[src/rtl/dcache_responder_pkg.sv]
`default_nettype none
// ============================================================================
// Package : lc3b_types
// Purpose : Shared LC-3b types plus the D-cache additions: line, tag and
//           index types for the default 3-bit index, the D-cache FSM state
//           enum, and a byte-lane merge helper for store hits.
// Revision: 1.0 - initial D-cache types
// ============================================================================
package lc3b_types;

    typedef logic [15:0]  lc3b_word;
    typedef logic [1:0]   lc3b_mem_wmask;

    typedef logic [127:0] lc3b_c_line;

    localparam int C_S_INDEX = 3;
    typedef logic [C_S_INDEX-1:0]  lc3b_c_index;
    typedef logic [11-C_S_INDEX:0] lc3b_c_tag;

    typedef enum logic [1:0] {
        s_idle      = 2'd0,
        s_resp      = 2'd1,
        s_writeback = 2'd2,
        s_fill      = 2'd3
    } dcache_state_t;

    // Replace the enabled bytes of word 'wsel' in 'line' with 'wdata'.
    // A zero mask returns the line unchanged.
    function automatic lc3b_c_line merge_word(
        input lc3b_c_line    line,
        input logic [2:0]    wsel,
        input lc3b_word      wdata,
        input lc3b_mem_wmask be
    );
        lc3b_c_line r;
        r = line;
        if (be[0]) r[{wsel, 4'd0} +: 8] = wdata[7:0];
        if (be[1]) r[{wsel, 4'd8} +: 8] = wdata[15:8];
        return r;
    endfunction

endpackage
`default_nettype wire

[src/rtl/dcache_responder_array.sv]
`default_nettype none
// ============================================================================
// Module  : cache_array
// Purpose : Per-set storage of WIDTH bits, 2**S_INDEX entries. Combinational
//           read of the addressed entry, synchronous write on 'load'.
//           With CLEAR=1 a low 'reset' zeroes every entry (valid/dirty bits);
//           with CLEAR=0 contents survive reset (tags, line data).
// Ports   : clk   - clock, rising edge
//           reset - synchronous, active-low
//           load  - write 'in' into entry 'index'
//           index - set select
//           in    - write data
//           out   - read data of entry 'index'
// Revision: 1.0 - initial release
// ============================================================================
module cache_array #(
    parameter int WIDTH   = 1,
    parameter int S_INDEX = 3,
    parameter bit CLEAR   = 1'b0
) (
    input  logic               clk,
    input  logic               reset,
    input  logic               load,
    input  logic [S_INDEX-1:0] index,
    input  logic [WIDTH-1:0]   in,
    output logic [WIDTH-1:0]   out
);

    localparam int DEPTH = 2 ** S_INDEX;

    logic [WIDTH-1:0] data_q [DEPTH];

    generate
        if (CLEAR) begin : g_clear
            always_ff @(posedge clk) begin
                if (!reset) begin
                    for (int i = 0; i < DEPTH; i++) begin
                        data_q[i] <= '0;
                    end
                end else if (load) begin
                    data_q[index] <= in;
                end
            end
        end else begin : g_noclear
            logic w_unused_reset;
            assign w_unused_reset = reset;

            always_ff @(posedge clk) begin
                if (load) begin
                    data_q[index] <= in;
                end
            end
        end
    endgenerate

    assign out = data_q[index];

endmodule
`default_nettype wire

[src/rtl/dcache_responder.sv]
`default_nettype none
// ============================================================================
// Module  : dcache_responder
// Purpose : Direct-mapped write-back data cache answering the pipeline's
//           D-side port. Hits complete in two cycles; misses optionally write
//           back the dirty victim, fill the line from physical memory, then
//           re-evaluate as a hit.
// Ports   : clk, reset (sync, active-low)
//           mem_address/mem_read/mem_write/mem_byte_enable/mem_wdata  - request
//           mem_rdata/mem_resp                                         - reply
//           pmem_address/pmem_read/pmem_write/pmem_wdata               - burst req
//           pmem_rdata/pmem_resp                                       - burst reply
// Revision: 1.0 - initial release
// ============================================================================
module dcache_responder
    import lc3b_types::*;
#(
    parameter int s_index = 3
) (
    input  logic          clk,
    input  logic          reset,
    input  logic [15:0]   mem_address,
    input  logic          mem_read,
    input  logic          mem_write,
    input  logic [1:0]    mem_byte_enable,
    input  logic [15:0]   mem_wdata,
    output logic [15:0]   mem_rdata,
    output logic          mem_resp,
    output logic [15:0]   pmem_address,
    output logic          pmem_read,
    output logic          pmem_write,
    output logic [127:0]  pmem_wdata,
    input  logic [127:0]  pmem_rdata,
    input  logic          pmem_resp
);

    localparam int TAG_W = 12 - s_index;

    dcache_state_t state_q, state_d;
    lc3b_word      rdata_q, rdata_d;

    logic [s_index-1:0] idx;
    logic [TAG_W-1:0]   req_tag;
    logic [2:0]         wsel;
    logic               req;
    logic               hit;

    logic               valid_out, dirty_out;
    logic [TAG_W-1:0]   tag_out;
    lc3b_c_line         line_out;

    logic               valid_load, valid_in;
    logic               dirty_load, dirty_in;
    logic               tag_load;
    logic               data_load;
    lc3b_c_line         data_in;

    // Offset bit 0 has no meaning for a word-wide port.
    logic w_unused_addr0;
    assign w_unused_addr0 = mem_address[0];

    assign idx     = mem_address[3+s_index:4];
    assign req_tag = mem_address[15:4+s_index];
    assign wsel    = mem_address[3:1];
    assign req     = mem_read | mem_write;
    assign hit     = valid_out && (tag_out == req_tag);

    cache_array #(.WIDTH(1), .S_INDEX(s_index), .CLEAR(1'b1)) u_valid (
        .clk(clk), .reset(reset), .load(valid_load), .index(idx),
        .in(valid_in), .out(valid_out)
    );

    cache_array #(.WIDTH(1), .S_INDEX(s_index), .CLEAR(1'b1)) u_dirty (
        .clk(clk), .reset(reset), .load(dirty_load), .index(idx),
        .in(dirty_in), .out(dirty_out)
    );

    // Tag and data writes are gated by reset so a pmem_resp coinciding with
    // reset cannot leave a half-installed line behind.
    cache_array #(.WIDTH(TAG_W), .S_INDEX(s_index), .CLEAR(1'b0)) u_tag (
        .clk(clk), .reset(reset), .load(tag_load & reset), .index(idx),
        .in(req_tag), .out(tag_out)
    );

    cache_array #(.WIDTH(128), .S_INDEX(s_index), .CLEAR(1'b0)) u_data (
        .clk(clk), .reset(reset), .load(data_load & reset), .index(idx),
        .in(data_in), .out(line_out)
    );

    always_ff @(posedge clk) begin
        if (!reset) begin
            state_q <= s_idle;
            rdata_q <= '0;
        end else begin
            state_q <= state_d;
            rdata_q <= rdata_d;
        end
    end

    always_comb begin
        state_d      = state_q;
        rdata_d      = rdata_q;
        valid_load   = 1'b0;
        valid_in     = 1'b0;
        dirty_load   = 1'b0;
        dirty_in     = 1'b0;
        tag_load     = 1'b0;
        data_load    = 1'b0;
        data_in      = line_out;
        pmem_read    = 1'b0;
        pmem_write   = 1'b0;
        pmem_address = '0;
        pmem_wdata   = '0;

        unique case (state_q)
            s_idle: begin
                if (req) begin
                    if (hit) begin
                        // Write wins when both strobes are high.
                        if (mem_write) begin
                            if (mem_byte_enable != 2'b00) begin
                                data_load  = 1'b1;
                                data_in    = merge_word(line_out, wsel, mem_wdata, mem_byte_enable);
                                dirty_load = 1'b1;
                                dirty_in   = 1'b1;
                            end
                        end else begin
                            rdata_d = line_out[{wsel, 4'd0} +: 16];
                        end
                        state_d = s_resp;
                    end else if (valid_out && dirty_out) begin
                        state_d = s_writeback;
                    end else begin
                        state_d = s_fill;
                    end
                end
            end

            s_resp: begin
                state_d = s_idle;
            end

            s_writeback: begin
                pmem_write   = 1'b1;
                pmem_address = {tag_out, idx, 4'b0000};
                pmem_wdata   = line_out;
                if (pmem_resp) begin
                    dirty_load = 1'b1;
                    dirty_in   = 1'b0;
                    state_d    = s_fill;
                end
            end

            s_fill: begin
                pmem_read    = 1'b1;
                pmem_address = {req_tag, idx, 4'b0000};
                if (pmem_resp) begin
                    data_load  = 1'b1;
                    data_in    = pmem_rdata;
                    tag_load   = 1'b1;
                    valid_load = 1'b1;
                    valid_in   = 1'b1;
                    dirty_load = 1'b1;
                    dirty_in   = 1'b0;
                    state_d    = s_idle;
                end
            end

            default: state_d = s_idle;
        endcase
    end

    assign mem_resp  = (state_q == s_resp);
    assign mem_rdata = rdata_q;

endmodule
`default_nettype wire

[config.mk]
export PLATFORM = sky130hd
export DESIGN_NAME = dcache_responder
export DESIGN_NICKNAME = d
export VERILOG_FILES = /design/src/rtl/dcache_responder_pkg.sv /design/src/rtl/dcache_responder_array.sv /design/src/rtl/dcache_responder.sv
export SDC_FILE = /design/constraint.sdc
export NUM_CORES = 1
export LEC_CHECK = 0
export CORE_MARGIN = 5
export CORE_UTILIZATION = 30
export DETAILED_ROUTE_END_ITERATION = 10
export DONT_BUFFER_PORTS = 1
export HOLD_SLACK_MARGIN = 0.15
export PLACE_DENSITY = 0.49
export SYNTH_ARGS = -nofsm -noshare
export SYNTH_HDL_FRONTEND = slang
export SYNTH_SLANG_ARGS = --single-unit
export TNS_END_PERCENT = 10
[constraint.sdc]
create_clock -name clk -period 15 [get_ports clk]
set_input_delay 3 -clock clk [delete_from_list [all_inputs] [get_ports clk]]
set_output_delay 3 -clock clk [all_outputs]
set_load 0.02 [all_outputs]
m1.png
Scale bar: 100 um. Supply wires on this layer in gray.
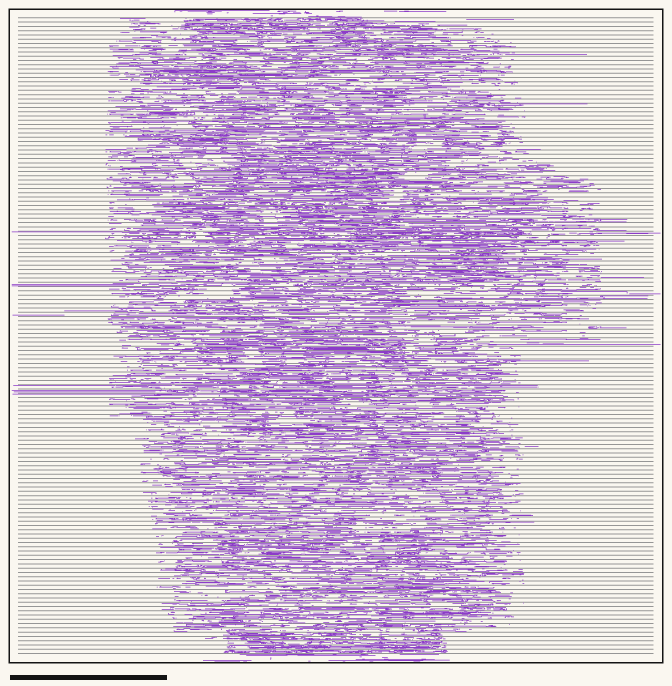
wire length on this layer: 75.2 mm
longest straight run: 122 um
main direction: horizontal
Vias: 33.34k
final wirelength: 207800 um
GR Layer Usage met1: 27.24%

m2.png
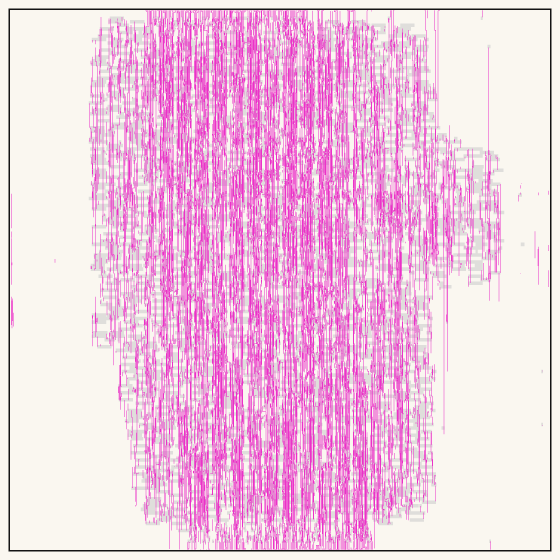
wire length on this layer: 98.1 mm
share of all routed wire: 47%
nets with wire on the layer: 2999
M2 GR Usage: 37.39%

==> results.ini <==
[yosys]
logic_family = AND-OR/OR-AND gates
syn_area_mm2 = 0.04938
most_common_cell = edfxtp_1
fa_ha_area_share_pct = 0.2787
ys_sh_xor_pct = 0.1317
ys_top_cells_by_count = edfxtp_1, nand2_1, nor2_1
ys_warn_count = 0
ys_cells = 3384
ff_type = edfxtp_1
synth_seq_share_pct = 68.02
avgSynthCellArea_um2 = 14.59
ys_ff = 1130
syn_inst = 3384
synth_top_cell_by_area = edfxtp_1
simple_gate_share_pct = 6.473
mux_share_pct = 8.594
synth-edff-count = 1096
synth-async-reset-ratio_pct = 0
netlist.area_leader.share_pct = 66.64
ys_sh_aoi_pct = 13.81
top_cells_by_area = edfxtp_1, mux2_2, mux2i_1, nand2_1, mux4_2
yosys_area_mm2 = 0.04938
synth_cell_types = 82

[global_routing]
grt_pass1_wl_um = 279400
grt_pass1_vias = 31950
track_usage_pct = 23.09
overflow = 0
grt_max_degree = 279
busiest_layer = met2
antenna_found_initial = 16

[sta]
setup_ws_ps = 5498
fin_skew_ps = 36.59
finalHoldViolations = 0
final_max_slew_viol_count = 0
worst_slew_pin_slew_ps = 1339
fin_crit_sh_pct = 63.35
relSlewSlack_pct = 10.38
fmax_mhz = 105.2
hold_slack_ps = 454.8
finalSetupViolCount = 0
setup_tns_ps = 0
rsz0062_at_grt = no
period_minus_slack_ps = 9502

[critical_path]
required_ps = 12000
rr_endpoint = u_data.data_q[2][83]
r2r-start = state_q[0]
r2r_cells = 10
worstSetupStartpoint = mem_address[5]
worstSetupStartpointType = input pin
critical_path_class = in -> out
end_kind = primary output
cp-endpoint = pmem_wdata[91]
cp.arrival_ps = 6500
worst-path-max-fanout = 278
reg2reg_slack_ps = 9480

[routing]
avgViaCountPerCell = 5.862
top_layer = met5
drtIter0Drc = 4146
firstDrtPassIters = 6
routedWlPerCell_um = 36.54
drtAntennaViolNets = 0
met1_length_um = 75190
wl_met2_um = 98080
drcViolationCount = 0
wl_met3_um = 14390

[clock_tree]
cts_root_buf = clkbuf_16
cts-buffers-inserted = 115
clock_latency_ps = 760
postCtsSetupBuffers = 0
ctsHoldBuffers = 0
cts_tree = done
clock_sinks = 1130
cts_max_level = 3
cts-resized-gates = 0
clockBufferDepth = 3
cts.reportedPaths.clkPinSlew_ps = 60

[pwr]
top_power_group = registers
p_comb_share_pct = 23.3
pg_comb_mw = 2.08
power.density_mw_per_mm2 = 159.8
p_leak_nw = 17.92
clkPwrFrac_pct = 31.8
p_int_mw = 6.021
vdd_drop_max_mv = 0.09773
p_seq_mw = 4.02
powerClk_mw = 2.84
p_sw_mw = 2.917
power_frac_seq_pct = 44.9
swShare_pct = 32.64
totalPowerFinal_mw = 8.938

[layout]
drive_above_1_share_pct = 16.53
lay_top_cells = edfxtp_1, nand2_1, nor2_1, o21ai_0, mux2_2
instances_no_fill = 5687
areaGrowthSynthToFinish_pct = 13.26
layout.nets = 3566
post-route-util_pct = 34.05
fill_cells = 15910
lay_top_count = edfxtp_1
stdcell_area_mm2 = 0.05593

[run]
log.warning_count = 54
drv_cap = 0

[hold_path]
min_to = u_valid.data_q[5]
hold_start = u_valid.data_q[5]
whs_path_depth = 1
worstHoldPathType = reg -> reg

[placement]
place.gp.congestion = 0.9005
portBuffers = 0
dpl_worst_slack_ps = 6028
dpl.cell_count = 5460
place_area_mm2 = 0.05222
post-dp-hpwl_um = 128100

[floorplanning]
dieArea_mm2 = 0.1728
die-height_um = 415.7
rows = 149
io_pins = 330
core_area_mm2 = 0.1642
die_width_um = 415.7
initial_core_util_pct = 30.07

[status]
outcome = complete, no violations

m3.png
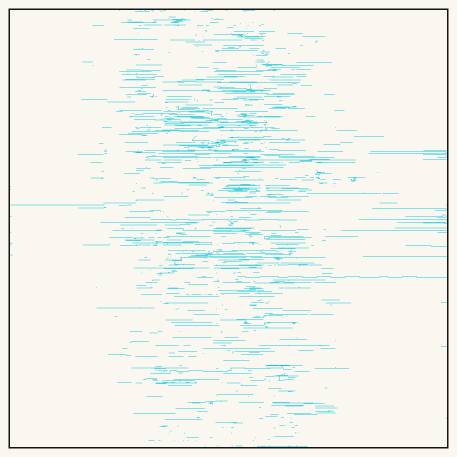
share of all routed wire: 6.9%
wire length on this layer: 14400 um
main direction: horizontal
nets with wire on the layer: 428
grt met3 use: 3.478%

m4.png
Scale bar: 100 um. Supply wires on this layer in gray.
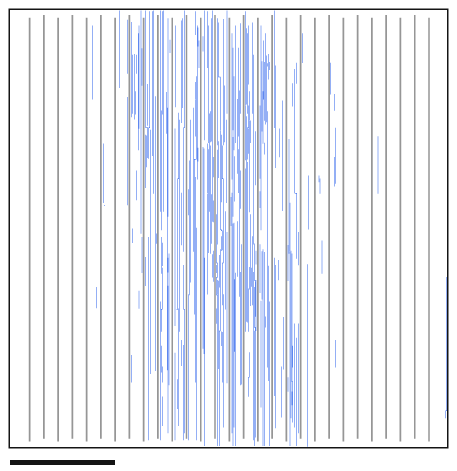
nets with wire on the layer: 170
longest straight run: 261 um
share of all routed wire: 9.7%
main direction: vertical
wire length on this layer: 20.1 mm

[worst max-delay path, stage by stage]
cell,delay (ps)
nor3_4,1170
buf_4,630
a22o_1,250
a2111oi_2,90
nor2_1,910
[layout make-up]
| class | instances | area (um2) | area share, % |
|---|---|---|---|
| well taps | 2189 | 2739 | 4.897 |
| flip-flops and latches | 1130 | 33590 | 60.06 |
| multi-input cells | 1964 | 14670 | 26.22 |
| repair buffers | 138 | 1074 | 1.919 |
| diodes | 13 | 32.53 | 0.05816 |
| clock buffers | 146 | 3058 | 5.467 |
| inverters | 39 | 151.4 | 0.2707 |
| clock inverters | 68 | 616.8 | 1.103 |
[sequential cells by signal, summed over array words and instances (netlist names)]
register,count
u_valid.data_q,8
state_q,2
u_data.data_q,1024
mem_rdata,16
u_dirty.data_q,8
u_tag.data_q,72
